### src/rtl/mod_frame_scheduler.sv
// -----------------------------------------------------------------------------
// mod_frame_scheduler
//
// Bit-slot scheduler that feeds a serial-to-parallel modulation converter.
// Every clock cycle is one bit slot. A symbol is 2 slots (QPSK) or 4 slots
// (16QAM). The output stream is a sequence of whole symbols of three kinds:
//   PAD   - idle symbols, serial_out = 0
//   FRAME - (len+1) symbols of source bits pulled from the granted requester
//   GUARD - GUARD_SYMS symbols of zeros after every frame
// A round-robin arbiter between two requesters decides at the edge that
// starts the last slot of a PAD symbol or of the final GUARD symbol.
//
// Ports
//   clk           in   clock, rising edge
//   rst           in   asynchronous active-high reset
//   req[1:0]      in   per-requester frame request (level)
//   req_mod_type  in   per-requester modulation, 0 = QPSK, 1 = 16QAM
//   req_len0/1    in   per-requester frame length in symbols minus one
//   src_bit[1:0]  in   per-requester data bit, sampled after a src_rd slot
//   gnt[1:0]      out  one-hot grant pulse in the decision slot
//   src_rd[1:0]   out  bit-pull strobe of the granted requester
//   serial_out    out  serial bit to the converter
//   mod_type_out  out  modulation of the symbol stream
//   sym_start     out  first slot of every symbol
//   frame_active  out  high in every frame slot
//   frame_done    out  pulse in the last frame slot
// All outputs are registered.
// -----------------------------------------------------------------------------
module mod_frame_scheduler #(
    parameter int LEN_W      = 8,
    parameter int GUARD_SYMS = 1
) (
    input  logic             clk,
    input  logic             rst,
    input  logic [1:0]       req,
    input  logic [1:0]       req_mod_type,
    input  logic [LEN_W-1:0] req_len0,
    input  logic [LEN_W-1:0] req_len1,
    input  logic [1:0]       src_bit,
    output logic [1:0]       gnt,
    output logic [1:0]       src_rd,
    output logic             serial_out,
    output logic             mod_type_out,
    output logic             sym_start,
    output logic             frame_active,
    output logic             frame_done
);

    // Symbol counter must hold both the frame symbol index and the guard index.
    localparam int CNT_W = (LEN_W > 4) ? LEN_W : 4;

    typedef enum logic [1:0] {
        ST_PAD   = 2'd0,
        ST_FRAME = 2'd1,
        ST_GUARD = 2'd2
    } state_t;

    function automatic logic [1:0] onehot2(input logic idx);
        return idx ? 2'b10 : 2'b01;
    endfunction

    state_t           state_r, state_s;
    logic [1:0]       bit_left_r, bit_left_s;   // slots remaining after this one
    logic [CNT_W-1:0] sym_cnt_r, sym_cnt_s;
    logic [LEN_W-1:0] len_r, len_s;
    logic             owner_r, owner_s;
    logic             prio_r, prio_s;
    logic [1:0]       gnt_r, gnt_s;
    logic [1:0]       src_rd_r, src_rd_s;
    logic             serial_r, serial_s;
    logic             mod_type_r, mod_type_s;
    logic             sym_start_r, sym_start_s;
    logic             frame_active_r, frame_active_s;
    logic             frame_done_r, frame_done_s;

    logic [1:0]       bps_m1_s;
    logic             sym_last_s;
    logic             pre_last_s;
    logic             frame_final_s;
    logic             guard_final_s;
    logic             granted_s;
    logic             decision_s;
    logic             frame_end_s;
    logic             next_frame_s;
    logic             pick_s;

    // Slot classification and round-robin pick for the current slot.
    always_comb begin
        // New symbols take their length from the modulation latched so far;
        // a change at a decision edge only affects the following symbol.
        bps_m1_s      = mod_type_r ? 2'd3 : 2'd1;
        sym_last_s    = (bit_left_r == 2'd0);
        pre_last_s    = (bit_left_r == 2'd1);
        frame_final_s = (sym_cnt_r == CNT_W'(len_r));
        guard_final_s = (sym_cnt_r == CNT_W'(GUARD_SYMS - 1));
        granted_s     = (gnt_r != 2'b00);
        decision_s    = pre_last_s &&
                        ((state_r == ST_PAD) || ((state_r == ST_GUARD) && guard_final_s));
        // Edge that enters the last frame slot.
        frame_end_s   = (state_r == ST_FRAME) && pre_last_s && frame_final_s;
        // The upcoming slot carries a source bit.
        next_frame_s  = (granted_s && sym_last_s) ||
                        ((state_r == ST_FRAME) && !(sym_last_s && frame_final_s));
        if (req == 2'b11) begin
            pick_s = prio_r;
        end else begin
            pick_s = req[1];
        end
    end

    // Next-state and next-output logic.
    always_comb begin
        state_s        = state_r;
        bit_left_s     = bit_left_r;
        sym_cnt_s      = sym_cnt_r;
        len_s          = len_r;
        owner_s        = owner_r;
        prio_s         = prio_r;
        gnt_s          = 2'b00;
        src_rd_s       = src_rd_r;
        mod_type_s     = mod_type_r;
        sym_start_s    = sym_last_s;
        frame_active_s = next_frame_s;
        frame_done_s   = frame_end_s;
        serial_s       = next_frame_s ? src_bit[owner_r] : 1'b0;

        if (sym_last_s) begin
            bit_left_s = bps_m1_s;
        end else begin
            bit_left_s = bit_left_r - 2'd1;
        end

        case (state_r)
            ST_PAD: begin
                if (sym_last_s && granted_s) begin
                    state_s   = ST_FRAME;
                    sym_cnt_s = {CNT_W{1'b0}};
                end else begin
                    state_s   = ST_PAD;
                end
            end
            ST_FRAME: begin
                if (sym_last_s && frame_final_s) begin
                    state_s   = ST_GUARD;
                    sym_cnt_s = {CNT_W{1'b0}};
                end else if (sym_last_s) begin
                    sym_cnt_s = sym_cnt_r + CNT_W'(1);
                end else begin
                    sym_cnt_s = sym_cnt_r;
                end
            end
            ST_GUARD: begin
                if (sym_last_s && granted_s) begin
                    state_s   = ST_FRAME;
                    sym_cnt_s = {CNT_W{1'b0}};
                end else if (sym_last_s && guard_final_s) begin
                    state_s   = ST_PAD;
                    sym_cnt_s = {CNT_W{1'b0}};
                end else if (sym_last_s) begin
                    sym_cnt_s = sym_cnt_r + CNT_W'(1);
                end else begin
                    sym_cnt_s = sym_cnt_r;
                end
            end
            default: begin
                state_s   = ST_PAD;
                sym_cnt_s = {CNT_W{1'b0}};
            end
        endcase

        if (decision_s && (req != 2'b00)) begin
            gnt_s      = onehot2(pick_s);
            src_rd_s   = onehot2(pick_s);
            owner_s    = pick_s;
            prio_s     = ~pick_s;
            mod_type_s = req_mod_type[pick_s];
            len_s      = pick_s ? req_len1 : req_len0;
        end else if (frame_end_s) begin
            // The bit for the last frame slot was pulled in the slot before it.
            src_rd_s   = 2'b00;
        end else begin
            src_rd_s   = src_rd_r;
        end
    end

    // State and output registers.
    always_ff @(posedge clk or posedge rst) begin
        if (rst) begin
            state_r        <= ST_PAD;
            bit_left_r     <= 2'd0;
            sym_cnt_r      <= {CNT_W{1'b0}};
            len_r          <= {LEN_W{1'b0}};
            owner_r        <= 1'b0;
            prio_r         <= 1'b0;
            gnt_r          <= 2'b00;
            src_rd_r       <= 2'b00;
            serial_r       <= 1'b0;
            mod_type_r     <= 1'b0;
            sym_start_r    <= 1'b0;
            frame_active_r <= 1'b0;
            frame_done_r   <= 1'b0;
        end else begin
            state_r        <= state_s;
            bit_left_r     <= bit_left_s;
            sym_cnt_r      <= sym_cnt_s;
            len_r          <= len_s;
            owner_r        <= owner_s;
            prio_r         <= prio_s;
            gnt_r          <= gnt_s;
            src_rd_r       <= src_rd_s;
            serial_r       <= serial_s;
            mod_type_r     <= mod_type_s;
            sym_start_r    <= sym_start_s;
            frame_active_r <= frame_active_s;
            frame_done_r   <= frame_done_s;
        end
    end

    assign gnt          = gnt_r;
    assign src_rd       = src_rd_r;
    assign serial_out   = serial_r;
    assign mod_type_out = mod_type_r;
    assign sym_start    = sym_start_r;
    assign frame_active = frame_active_r;
    assign frame_done   = frame_done_r;

endmodule

### config.mk
export PLATFORM = sky130hd
export DESIGN_NAME = mod_frame_scheduler
export DESIGN_NICKNAME = d
export VERILOG_FILES = /design/src/rtl/mod_frame_scheduler.sv
export SDC_FILE = /design/constraint.sdc
export NUM_CORES = 1
export LEC_CHECK = 0
export CAP_MARGIN = 5
export CORE_MARGIN = 5
export CORE_UTILIZATION = 42
export CTS_CLUSTER_SIZE = 12
export DETAILED_ROUTE_END_ITERATION = 12
export PLACE_DENSITY = 0.67
export SLEW_MARGIN = 10
export SYNTH_ARGS = -nofsm -noshare
export SYNTH_HDL_FRONTEND = slang
export SYNTH_SLANG_ARGS = --single-unit
### constraint.sdc
create_clock -name clk -period 1.7 [get_ports clk]
set_input_delay 0.255 -clock clk [delete_from_list [all_inputs] [get_ports clk]]
set_output_delay 0.255 -clock clk [all_outputs]
set_load 0.05 [all_outputs]
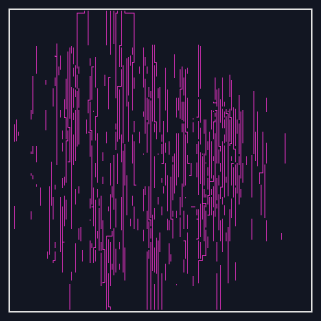
*Metal 2, run 1*
(4 px per um)
- nets with wire on the layer: 236
- main direction: vertical
Via Count: 1576
grt met2 use: 28.1%
WL final: 4590 um

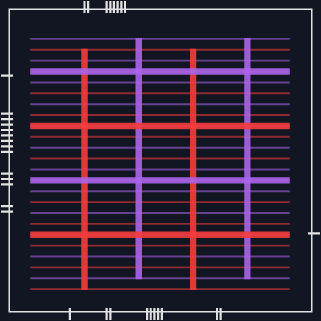
*Floorplan with the power grid, run 1*
(4 px per um) Pins as bars on the die edge.
- VSS: red
- VDD: purple
- met5 straps: 4
- met1 rails: 24
- signal pins: 33
- met4 straps: 4
- rows: 23
Peak VDD IR: 0.886 mV
Die X: 75.2 um
Die H: 75.2 um
CORE AREA: 4060 um^2

==> flow_metrics.tcl, run 1 <==
# place-and-route summary
set metrics [dict create \
    synthFlopType "dfrtp_1" \
    pg_comb_mw 1.68 \
    pwr-share-clk_pct 21.4 \
    synth.area.mux_share_pct 6.23 \
    violations "setup timing" \
    synth_cell_types 49 \
    yosys_warnings 0 \
    logic_family "simple AND/OR/NAND/NOR gates" \
    drt_iter0_markers 92 \
    syn_avg_cell_area_um2 10.3 \
    cp.depth 6 \
    ys_top_cells_by_area "dfrtp_1 (43%), mux2i_1 (5.6%), ha_1 (4.2%)" \
    fillers 298 \
    r2r-end "src_rd[0]$_DFFE_PP0P_" \
    drt-met1-wl_um 1980 \
    arrival_ps 2060 \
    status "finished with violations" \
    post_drt_via_cell_ratio 5.27 \
    worst_slack_ps -188 \
    cap_violations 0 \
    fin_area_um2 2760 \
    place_inst 275 \
    post_cts_buffers 6 \
    met2_length_um 2370 \
    hold_viol 0 \
    setup_viol 25 \
    rsz0062_at_grt "true" \
    slew_headroom_pct 64.8 \
    first_pass_iters 4 \
    core.rowCount 23 \
]
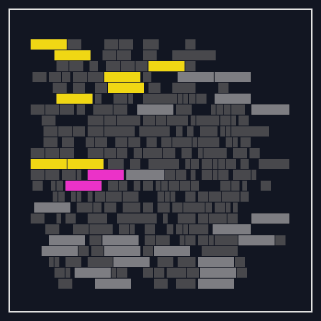
*Register map, names as in the netlist, run 1*
(4 px per um)
- bit_left_r: magenta (placed flops 2)
- len_r: yellow (placed flops 8)
- not coloured: 21
post-layout util: 67.9%
register area: 781 um^2
flop share of the area: 28.3%

## Run 2: what changed since run 1
--- a/config.mk
+++ b/config.mk
@@ -5,6 +5,7 @@
 export SDC_FILE = /design/constraint.sdc
 export NUM_CORES = 1
 export LEC_CHECK = 0
+export ABC_AREA = 1
 export CAP_MARGIN = 5
 export CORE_MARGIN = 5
 export CORE_UTILIZATION = 42
==> run 2 against run 1 <==
  * The flow now finishes without violations
  * Via count fell by 7.6%
  * Synthesized cell count is 19% higher
  * Sequential cell count unchanged
  * Total power fell by 6.8%
  * Sequential power is essentially flat
  * Register-to-register slack better by 250 ps
  * Design area fell by 19%
  * Sequential share of layout area up 6.4 points
  * Largest power group unchanged
  * Highest routed layer unchanged
==> flow_metrics.tcl, run 2 <==
# place-and-route summary
set metrics [dict create \
    status "complete, no violations" \
    synth.area.mux_share_pct 0.586 \
    logic_family "simple AND/OR/NAND/NOR gates" \
    syn_avg_cell_area_um2 8.26 \
    ys_top_cells_by_area "dfrtp_1 (45%), nand2_1 (14%), nand3_1 (7.0%)" \
    seq_area_share_pct 34.7 \
    pwr-share-clk_pct 16.6 \
    edf_count 0 \
    hold_viol 0 \
    r2r-end "sym_cnt_r[0]$_DFFE_PP0P_" \
    arrival_ps 1790 \
    drc_errors 0 \
    logic_area_um2 825 \
    cp.depth 9 \
    post_cts_buffers 0 \
    port_buffers 32 \
    place_inst 289 \
    fillers 386 \
    synth_cell_types 28 \
    chipWidth_um 73.8 \
    setup_viol 0 \
    synthFlopType "dfrtp_1" \
    power_mw 3.30 \
    seq_area_um2 778 \
    drt_iter0_markers 56 \
    yosys_warnings 0 \
    core.rowCount 23 \
    die_h_um 73.8 \
    post_drt_via_cell_ratio 4.73 \
    fin_area_um2 2240 \
    met2_length_um 1740 \
    peakVddDrop_mv 0.864 \
    pg_comb_mw 1.62 \
    critPathLaunchType "register" \
    p_seq_mw 1.13 \
    first_pass_iters 4 \
    slew_headroom_pct 73.8 \
]
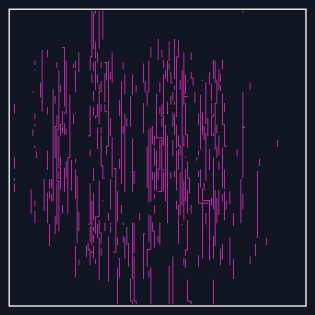
*Metal 2, run 2*
(4 px per um)
- main direction: vertical
- longest straight run: 33.7 um
- share of all routed wire: 47%
- nets with wire on the layer: 213
- wire length on this layer: 1740 um
grt met2 use: 24.1%
WL final: 3720 um
Via Count: 1457

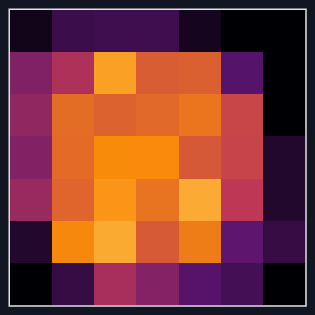
*Placement density heat map, run 2*
(4 px per um) The die is cut into 7 by 7 equal tiles; black is low, pale yellow is high, 0 to 100% covered.
- mean over tiles: 40%
- densest ninth of the die: centre
- fullest tile: 82%
floorplan utilization: 43.0%
CORE AREA: 3970 um^2
post-layout util: 56.4%

## Run 3: what changed since run 2
--- a/config.mk
+++ b/config.mk
@@ -12,6 +12,7 @@
 export CTS_CLUSTER_SIZE = 12
 export DETAILED_ROUTE_END_ITERATION = 12
 export PLACE_DENSITY = 0.67
+export REMOVE_ABC_BUFFERS = 1
 export SLEW_MARGIN = 10
 export SYNTH_ARGS = -nofsm -noshare
 export SYNTH_HDL_FRONTEND = slang
==> constraint.sdc (replaced) <==
create_clock -name clk -period 1.7 [get_ports clk]
set_input_delay 0.425 -clock clk [delete_from_list [all_inputs] [get_ports clk]]
set_output_delay 0.425 -clock clk [all_outputs]
set_load 0.05 [all_outputs]
==> run 3 against run 2 <==
  * Via count is 0.82% higher
  * Combinational power about the same
  * Design area increased by 1.3%
  * Worst hold slack improved by 160 ps
  * Die size is the same
  * Sequential share of layout area fell by 0.51 points
  * Critical path depth increased by 1
  * Core utilization increased by 0.76 points
==> flow_metrics.tcl, run 3 <==
# place-and-route summary
set metrics [dict create \
    status "complete, no violations" \
    core.rowCount 23 \
    drt-met1-wl_um 1630 \
    cp.depth 10 \
    cts_buffer_depth 2 \
    vias 1469 \
    slew_headroom_pct 73.8 \
    synth_cell_types 28 \
    wirelength_um 3750 \
    logic_area_um2 832 \
    ys_top_cells_by_area "dfrtp_1 (45%), nand2_1 (14%), nand3_1 (7.0%)" \
    syn_avg_cell_area_um2 8.26 \
    critPathLaunchType "register" \
    first_pass_iters 5 \
    clk_latency_ps 280 \
    edf_count 0 \
    yosys_warnings 0 \
    r2r-end "len_r[1]$_DFFE_PP0P_" \
    logic_family "simple AND/OR/NAND/NOR gates" \
    drc_errors 0 \
    power_mw 3.27 \
    hold_viol 0 \
    grt_util_met2_pct 24.1 \
    setup_viol 0 \
    clockBufferCount 6 \
    grt_use_met3_pct 2.60 \
    met2_length_um 1900 \
    endpoint_kind "register" \
    fillers 371 \
    final_cells 306 \
    cap_violations 0 \
    drt_iter0_markers 65 \
    pre_cts_slack_ps 0.130 \
    worst_slack_ps 67.6 \
    coreArea_um2 3970 \
    fin_area_um2 2270 \
    synth.area.mux_share_pct 0.586 \
]
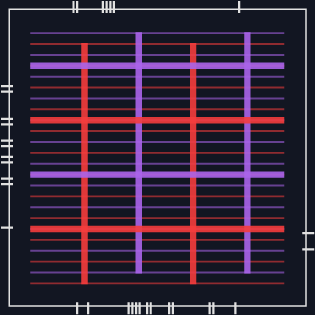
*Floorplan with the power grid, run 3*
(4 px per um) Pins as bars on the die edge.
- VDD: purple
- VSS: red
- met5 straps: 4
- met1 rails: 24
- met4 straps: 4
- signal pins: 33
Peak VDD IR: 0.701 mV
Die H: 73.8 um
Die X: 73.8 um

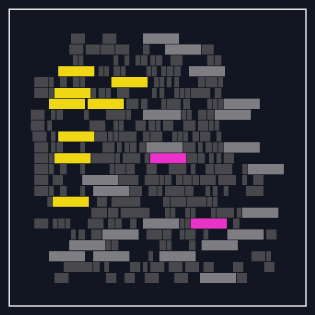
*Register map, names as in the netlist, run 3*
(4 px per um)
- bit_left_r: magenta (placed flops 2)
- len_r: yellow (placed flops 8)
- not coloured: 21
flop share of the area: 34.2%
register area: 777 um^2
seq pwr: 1.12 mW
post-layout util: 57.2%

No activity file was given, so power comes from the tool's default toggle rates.
